[src/rtl/mips_init_loader.sv]
// ---------------------------------------------------------------------------
// mips_init_loader
// Boot loader in front of the MIPS core's initialization port. It takes a
// byte stream over a valid/ready handshake. The stream is a count byte N
// (0 means 256), then 4*N data bytes (each word MSB first), then a checksum
// byte equal to the XOR of all data bytes. Each assembled big-endian word is
// written to the core with a one-cycle init strobe. The core is held in
// reset until the whole image has been written and its checksum verified.
//
// Ports:
//   clk        rising-edge clock
//   reset      asynchronous active-high reset
//   in_valid   a byte is offered on in_data
//   in_data    stream byte
//   in_ready   loader can accept a byte this cycle (depends on state only)
//   reload     start a new load; honoured only in DONE or ERROR
//   init       one-cycle write strobe to the core's init port
//   init_addr  word address, (BASE_ADDR + word index) mod 2^ADDR_W
//   init_data  assembled 32-bit word
//   cpu_reset  core reset, low only while DONE
//   done       image loaded and verified
//   err        checksum mismatch
// ---------------------------------------------------------------------------
module mips_init_loader #(
   parameter int                ADDR_W    = 8,
   parameter logic [ADDR_W-1:0] BASE_ADDR = '0
) (
   input  logic              clk,
   input  logic              reset,
   input  logic              in_valid,
   input  logic [7:0]        in_data,
   output logic              in_ready,
   input  logic              reload,
   output logic              init,
   output logic [ADDR_W-1:0] init_addr,
   output logic [31:0]       init_data,
   output logic              cpu_reset,
   output logic              done,
   output logic              err
);

   typedef enum logic [2:0] {
      IDLE,
      ASSEMBLE,
      WRITE,
      CHECK,
      DONE,
      ERROR
   } state_t;

   state_t            state;
   state_t            next_state;
   logic [8:0]        remaining;
   logic [1:0]        byte_cnt;
   logic [7:0]        acc;
   logic [23:0]       word_reg;
   logic [ADDR_W-1:0] index;
   logic              accept;

   // Ready is a pure function of state so a producer never sees it react to
   // its own valid.
   assign in_ready = (state == IDLE) || (state == ASSEMBLE) || (state == CHECK);
   assign accept   = in_valid && in_ready;

   // Next-state logic. WRITE always lasts exactly one cycle; the last word
   // (remaining == 1 before the decrement) leads to the checksum byte.
   always_comb begin
      next_state = state;
      case (state)
         IDLE:     if (accept) next_state = ASSEMBLE;
         ASSEMBLE: if (accept && byte_cnt == 2'd3) next_state = WRITE;
         WRITE:    next_state = (remaining == 9'd1) ? CHECK : ASSEMBLE;
         CHECK:    if (accept) next_state = (in_data == acc) ? DONE : ERROR;
         DONE:     if (reload) next_state = IDLE;
         ERROR:    if (reload) next_state = IDLE;
         default:  next_state = IDLE;
      endcase
   end

   // State register plus datapath. The status outputs and the init strobe
   // are registered from next_state so they change on the same edge as the
   // state they describe (e.g. cpu_reset rises on the edge leaving DONE).
   // The 4th byte of a word goes straight into init_data, so the word is
   // ready during the WRITE cycle without an extra stage.
   always_ff @(posedge clk or posedge reset) begin
      if (reset) begin
         state     <= IDLE;
         init      <= 1'b0;
         init_addr <= '0;
         init_data <= '0;
         cpu_reset <= 1'b1;
         done      <= 1'b0;
         err       <= 1'b0;
         remaining <= '0;
         byte_cnt  <= '0;
         acc       <= '0;
         word_reg  <= '0;
         index     <= '0;
      end else begin
         state     <= next_state;
         init      <= (next_state == WRITE);
         cpu_reset <= (next_state != DONE);
         done      <= (next_state == DONE);
         err       <= (next_state == ERROR);
         case (state)
            IDLE: begin
               if (accept) begin
                  remaining <= (in_data == 8'd0) ? 9'd256 : {1'b0, in_data};
                  acc       <= '0;
                  index     <= '0;
                  byte_cnt  <= '0;
               end
            end
            ASSEMBLE: begin
               if (accept) begin
                  word_reg <= {word_reg[15:0], in_data};
                  acc      <= acc ^ in_data;
                  byte_cnt <= byte_cnt + 2'd1;
                  if (byte_cnt == 2'd3) begin
                     init_data <= {word_reg, in_data};
                     init_addr <= BASE_ADDR + index;
                  end
               end
            end
            WRITE: begin
               index     <= index + ADDR_W'(1);
               remaining <= remaining - 9'd1;
            end
            default: begin
            end
         endcase
      end
   end

endmodule

[config.mk]
export PLATFORM = sky130hd
export DESIGN_NAME = mips_init_loader
export DESIGN_NICKNAME = d
export VERILOG_FILES = /design/src/rtl/mips_init_loader.sv
export SDC_FILE = /design/constraint.sdc
export NUM_CORES = 1
export LEC_CHECK = 0
export CAP_MARGIN = 0
export CORE_AREA = 5 5 96 98
export CTS_CLUSTER_SIZE = 28
export DETAILED_ROUTE_END_ITERATION = 10
export DIE_AREA = 0 0 101 103
export GPL_TIMING_DRIVEN = 0
export PLACE_DENSITY_LB_ADDON = 0.08
export SYNTH_ARGS = -nofsm -noshare
export SYNTH_HDL_FRONTEND = slang
export SYNTH_SLANG_ARGS = --single-unit
[constraint.sdc]
create_clock -name clk -period 4.3 [get_ports clk]
set_input_delay 0.645 -clock clk [delete_from_list [all_inputs] [get_ports clk]]
set_output_delay 0.645 -clock clk [all_outputs]
set_load 0.01 [all_outputs]
Figure 1. Congestion heat map (run 1).
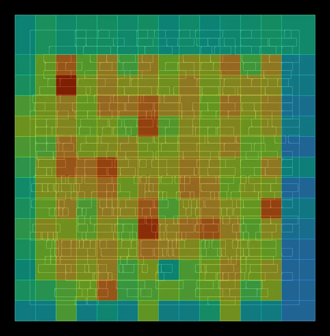
M3 GR Usage: 4.19%
fin util: 63.2%

Figure 2. Logic cells by family (run 1).
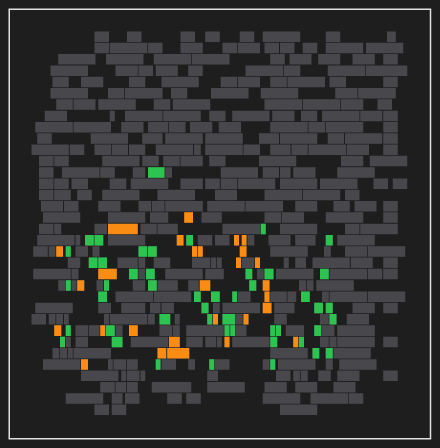
legend:
  green:
    family: nand cells
    cells: 48
  orange:
    family: nor cells
    cells: 28

==> deck_impl_summary.md, run 1 <==
Implementation Results

Pwr
  – P_clk: 0.582 mW
  – Reg power frac: 44.4%
  – Final Power: 3.54 mW
  – Max power group: registers
  – Clk pwr share: 16.5%
  – Leakage power total: 2.45 nW
  – Seq pwr: 1.57 mW
  – Sw frac: 32.5%
  – Maximum vdd drop: 0.339 mV

Floorplan
  – Core ar.: 8380 µm²
  – Io pins: 57
  – Init Core Util: 52.2%
  – Die X-Extent: 101 µm

Synthesis
  – AO/OA Area Share: 7.49%
  – Cells after Synth: 331
  – Synth Area in Simple Gates: 10.7%
  – Xor-xnor portion of the synthesized cell area: 1.20%
  – Top cells by area: dfrtp_1 (55%), mux2_4 (13%), mux2_2 (6.9%)
  – Ys async rst share: 100%
  – Post-synth EDFFs: 0
  – Adder Share, Synth: 1.14%
  – Area fraction in mux cells: 20.2%
  – Synth top area share: 55.5%
  – Synth logic family: multiplexers
  – Ys cells: 331
  – Ys flop type: dfrtp_1
  – Synth top cell by count: dfrtp_1

Clocking
  – Postcts setup bufs: 0
  – Post-cts resize count: 0
  – CTS tree: yes
  – CTS Hold Bufs: 0

Status
  – Run status: finished clean

Final layout
  – Most frequent logic cell in the layout: dfrtp_1
  – Max reg flops: 32
  – Fin area: 5300 µm²
  – Final std cells w/o fill: 512

Timing
  – Max_slew headroom: 48.1%
  – RSZ-0062 raised after global routing: no
  – Final hold slack: 0.503 ns

Routing
  – Via-to-Cell Ratio: 5.43
  – Iter 0 DRT Violations: 74
  – DRC: 0
  – Avg WL per Cell: 17.1 µm

Critical path
  – Crit path required time: 4.54 ns
  – Worst setup path end: word_reg[15]$_DFFE_PP0P_
  – Worst EP arrival: 2.69 ns
  – Crit path cell chain: clkdlybuf4s50_1 -> or3b_1 -> buf_4 -> nor2_8 -> buf_2 -> mux2_2
  – CP Capture Type: flip-flop
  – R2R depth: 4
  – Beginning of the critical path: in_valid
  – Setup CP Type: in2reg

Placement
  – Cells after DPL: 496
  – I/O Buffers: 56
  – Placed cell areas: 5100 µm²

Global routing
  – Grt ovf: 0
  – Largest net degree at the start of global routing: 58

Worst hold path
  – Worst Hold Class: reg2reg
Figure 3. Metal layers overlaid (run 1).
The bar under the picture is 20 µm long. Two of the layers only.
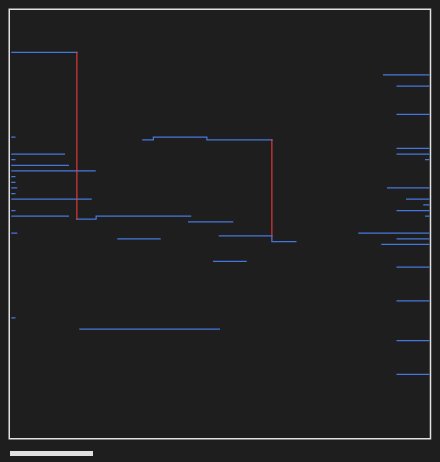
legend:
  red:
    layer: M4
    wire_length: 63.2 µm
  blue:
    layer: M3
    wire_length: 377 µm

## run 1: layout make-up
type | instances | area [µm²] | share of cell area, %
Timing Repair Buffer | 57 | 588 | 11.1
Tap cell | 108 | 135 | 2.55
Clock buffer | 10 | 138 | 2.60
Multi-Input combinational cell | 207 | 1790 | 33.7
Clock inverter | 6 | 60.1 | 1.13
Inverter | 11 | 43.8 | 0.826
Buffer | 15 | 96.3 | 1.82
Sequential cell | 98 | 2450 | 46.3
## run 1: metal layers
layer,track usage (%),vias to the layer above,part of all wire [%]
met5,0,-,0
met4,4.29,0,0.72
met3,4.19,4,4.3
met2,28.8,47,48
met1,25.2,1412,47
li1,-,1319,-
Figure 4. Cells colored by class (run 1).
The bar under the picture is 20 µm long.
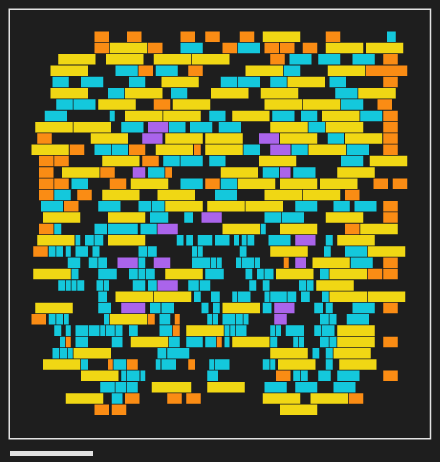

==> inputs of run 2 (changes only) <==
Settings changed: CORE_AREA 5 5 96 98 to 5 5 100 102, DIE_AREA 0 0 101 103 to 0 0 105 107.
Clock period 4.3 ns to 2.2 ns, I/O delays scaled along.
Figure 5. Cells colored by class (run 2).
The bar under the picture is 20 µm long.
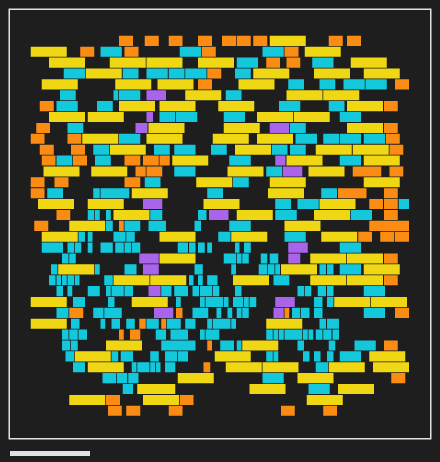
legend:
  cyan:
    class: remaining logic cells
    cells: 218
  purple:
    class: clock drivers and dummy loads
    cells: 16
  orange:
    class: remaining buffers and delay cells
    cells: 74
  yellow:
    class: registers
    cells: 98

==> deck_impl_summary.md, run 2 <==
Implementation Results

Status
  – Run status: finished clean

Final layout
  – Fin area: 5350 µm²
  – MI comb area: 1800 µm²
  – Fin util: 59.3%
  – Non-clock inverters: 11
  – Register area: 2450 µm²
  – Most frequent logic cell in the layout: dfrtp_1
  – Max reg flops: 32
  – Bufs w/o clock: 74
  – Multi-In Gates: 207
  – Cell kind with the greatest summed area: sequential cells
  – Final std cells w/o fill: 517
  – # clk buffers: 9

Routing
  – Via-to-Cell Ratio: 5.48
  – Met1 WL: 4180 µm
  – Iter 0 DRT Violations: 62
  – DR top layer: met4
  – Avg WL per Cell: 17.1 µm
  – Met2 WL post-DR: 4090 µm
  – Metal3 WL: 463 µm

Pwr
  – Leakage power total: 2.47 nW
  – Maximum vdd drop: 0.548 mV

Placement
  – I/O Buffers: 56
  – Cells after DPL: 501

Worst hold path
  – Worst Hold Class: in2async

Timing
  – Max_slew headroom: 49.3%
  – RSZ-0062 raised after global routing: no

Global routing
  – Global-route track usage on met2: 25.7%
  – Global Route met1 Usage: 23.0%
  – Grt ovf: 0
  – M3 GR Usage: 4.09%
  – Largest net degree at the start of global routing: 34

Synthesis
  – Synth top cell by count: dfrtp_1
  – Synth top area share: 55.5%
  – Ys cells: 331
  – Top cells by area: dfrtp_1 (55%), mux2_4 (13%), mux2_2 (6.9%)
  – Post-synth EDFFs: 0

Floorplan
  – Init Core Util: 48.5%
  – Io pins: 57
  – Core ar.: 9020 µm²
  – Die X-Extent: 105 µm

Critical path
  – R2R depth: 6
  – Worst setup path end: word_reg[15]$_DFFE_PP0P_
  – Setup CP Type: in2reg
-- run 2: cell families after synthesis --
group	count (synthesis)	synth area share, %
mux	66	20.2
fa+ha+maj	4	1.14
compound gates	49	7.49
buf+inv	26	3.14
simple gates	82	10.7
xor+xnor	6	1.20
flops	98	56.1
-- run 2: repair_timing --
item | 4_1_cts | 5_1_grt
hold buffers | 0 | 0
endpoints found under the setup margin | 0 | 25
setup buffers | 0 | 0
gates resized | 0 | 4
-- run 2: where the power goes --
part / internal [mW] / switching (mW) / total [mW]
registers: 2.55 / 0.520 / 3.07
logic: 1.67 / 1.06 / 2.73
clock network: 0.430 / 0.671 / 1.10
total: 4.65 / 2.25 / 6.90
Figure 6. Sequential cells colored by netlist name (run 2).
The bar under the picture is 20 µm long. Other sequential cells in the stronger gray, the rest of the logic in the fainter gray.
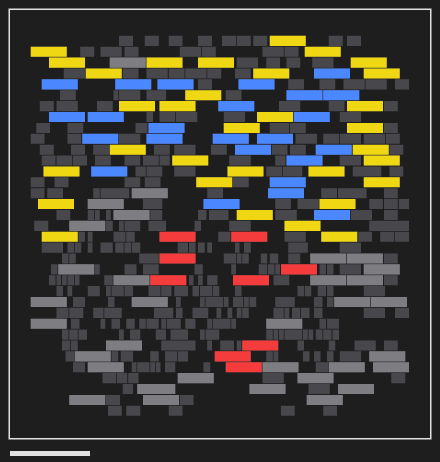

==> inputs of run 3 (changes only) <==
Settings changed: PLACE_DENSITY from default to 0.75, PLACE_DENSITY_LB_ADDON 0.08 to default.
Figure 7. Sequential cells colored by netlist name (run 3).
The bar under the picture is 20 µm long. Other sequential cells in the stronger gray, the rest of the logic in the fainter gray.
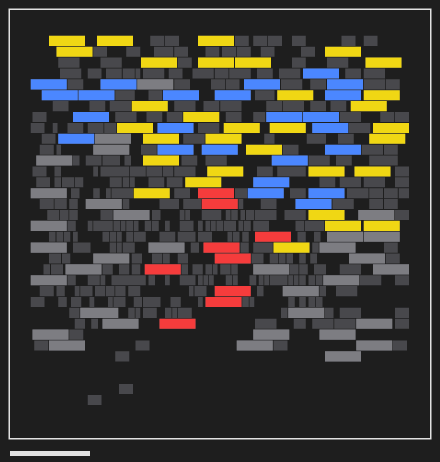
legend:
  yellow:
    name_in_the_netlist: init_data
    flops: 32
  blue:
    name_in_the_netlist: word_reg
    flops: 24
  red:
    name_in_the_netlist: remaining
    flops: 9
    where: center
not colored: 33

==> deck_impl_summary.md, run 3 <==
Implementation Results

Floorplan
  – Io pins: 57
  – Die X-Extent: 105 µm
  – Tap Count: 111
  – Init Core Util: 48.5%

Final layout
  – Seq cells: 98
  – Register area: 2450 µm²
  – Bufs w/o clock: 73
  – MI comb area: 1800 µm²
  – Max reg flops: 32
  – Clk cell area share: 3.43%
  – Fin area: 5320 µm²
  – # clk buffers: 9
  – Fraction of area in registers: 46.1%
  – Buffering overhead: 13.2%
  – Non-clock inverters: 11
  – Fin util: 59.0%
  – Combinational share of cell area: 33.8%
  – Multi-In Gates: 207

Placement
  – Cells after DPL: 500
  – Placed cell areas: 5120 µm²
  – I/O Buffers: 56

Routing
  – Via-to-Cell Ratio: 5.49
  – Metal3 WL: 354 µm
  – Iter 0 DRT Violations: 165

Synthesis
  – Xor-xnor portion of the synthesized cell area: 1.20%
  – Synth Area in Simple Gates: 10.7%
  – Cells after Synth: 331
  – AO/OA Area Share: 7.49%
  – Synth top area share: 55.5%
  – Top cells by area: dfrtp_1 (55%), mux2_4 (13%), mux2_2 (6.9%)
  – Synth logic family: multiplexers
  – Ys flop type: dfrtp_1
  – Post-synth EDFFs: 0
  – Area fraction in mux cells: 20.2%
  – Ys async rst share: 100%

Critical path
  – Setup CP Type: reg2reg
  – Crit path required time: 2.46 ns
  – Worst setup path end: word_reg[6]$_DFFE_PP0P_
  – R2R depth: 6
  – Worst EP arrival: 2.37 ns
  – CP Capture Type: flip-flop

Clocking
  – CTS Hold Bufs: 0
  – Postcts setup bufs: 0
  – CTS tree: yes

Timing
  – Max_slew headroom: 46.2%
  – RSZ-0062 raised after global routing: no
  – Final hold slack: 0.444 ns

Global routing
  – Grt ovf: 0

Pwr
  – Final Power: 6.94 mW
  – Maximum vdd drop: 0.621 mV
  – Leakage power total: 2.46 nW

Status
  – Run status: finished clean
-- run 3: cell counts after synthesis --
No cell type changed its count.
-- run 3: report_power, final --
| group | switching [mW] | internal, mW | total, mW |
|---|---|---|---|
| clock | 0.673 | 0.429 | 1.10 |
| combinational | 1.09 | 1.67 | 2.76 |
| sequential | 0.533 | 2.55 | 3.08 |
| total | 2.30 | 4.65 | 6.94 |
-- run 3: layer usage --
metal	vias to the layer above	track usage [%]
met3	7	3.43
li1	1330	-
met1	1443	22.9
met2	54	28.0
met4	0	4.93
met5	-	0
-- run 3: worst max-delay path, cell delays in order, from the launching register on --
cell and delay [ns]:
dfrtp_1 0.38, buf_2 0.17, or3b_1 0.38, buf_4 0.19
nor2_8 0.20, buf_2 0.30, mux2_2 0.37
No activity file was given, so power comes from the tool's default toggle rates.
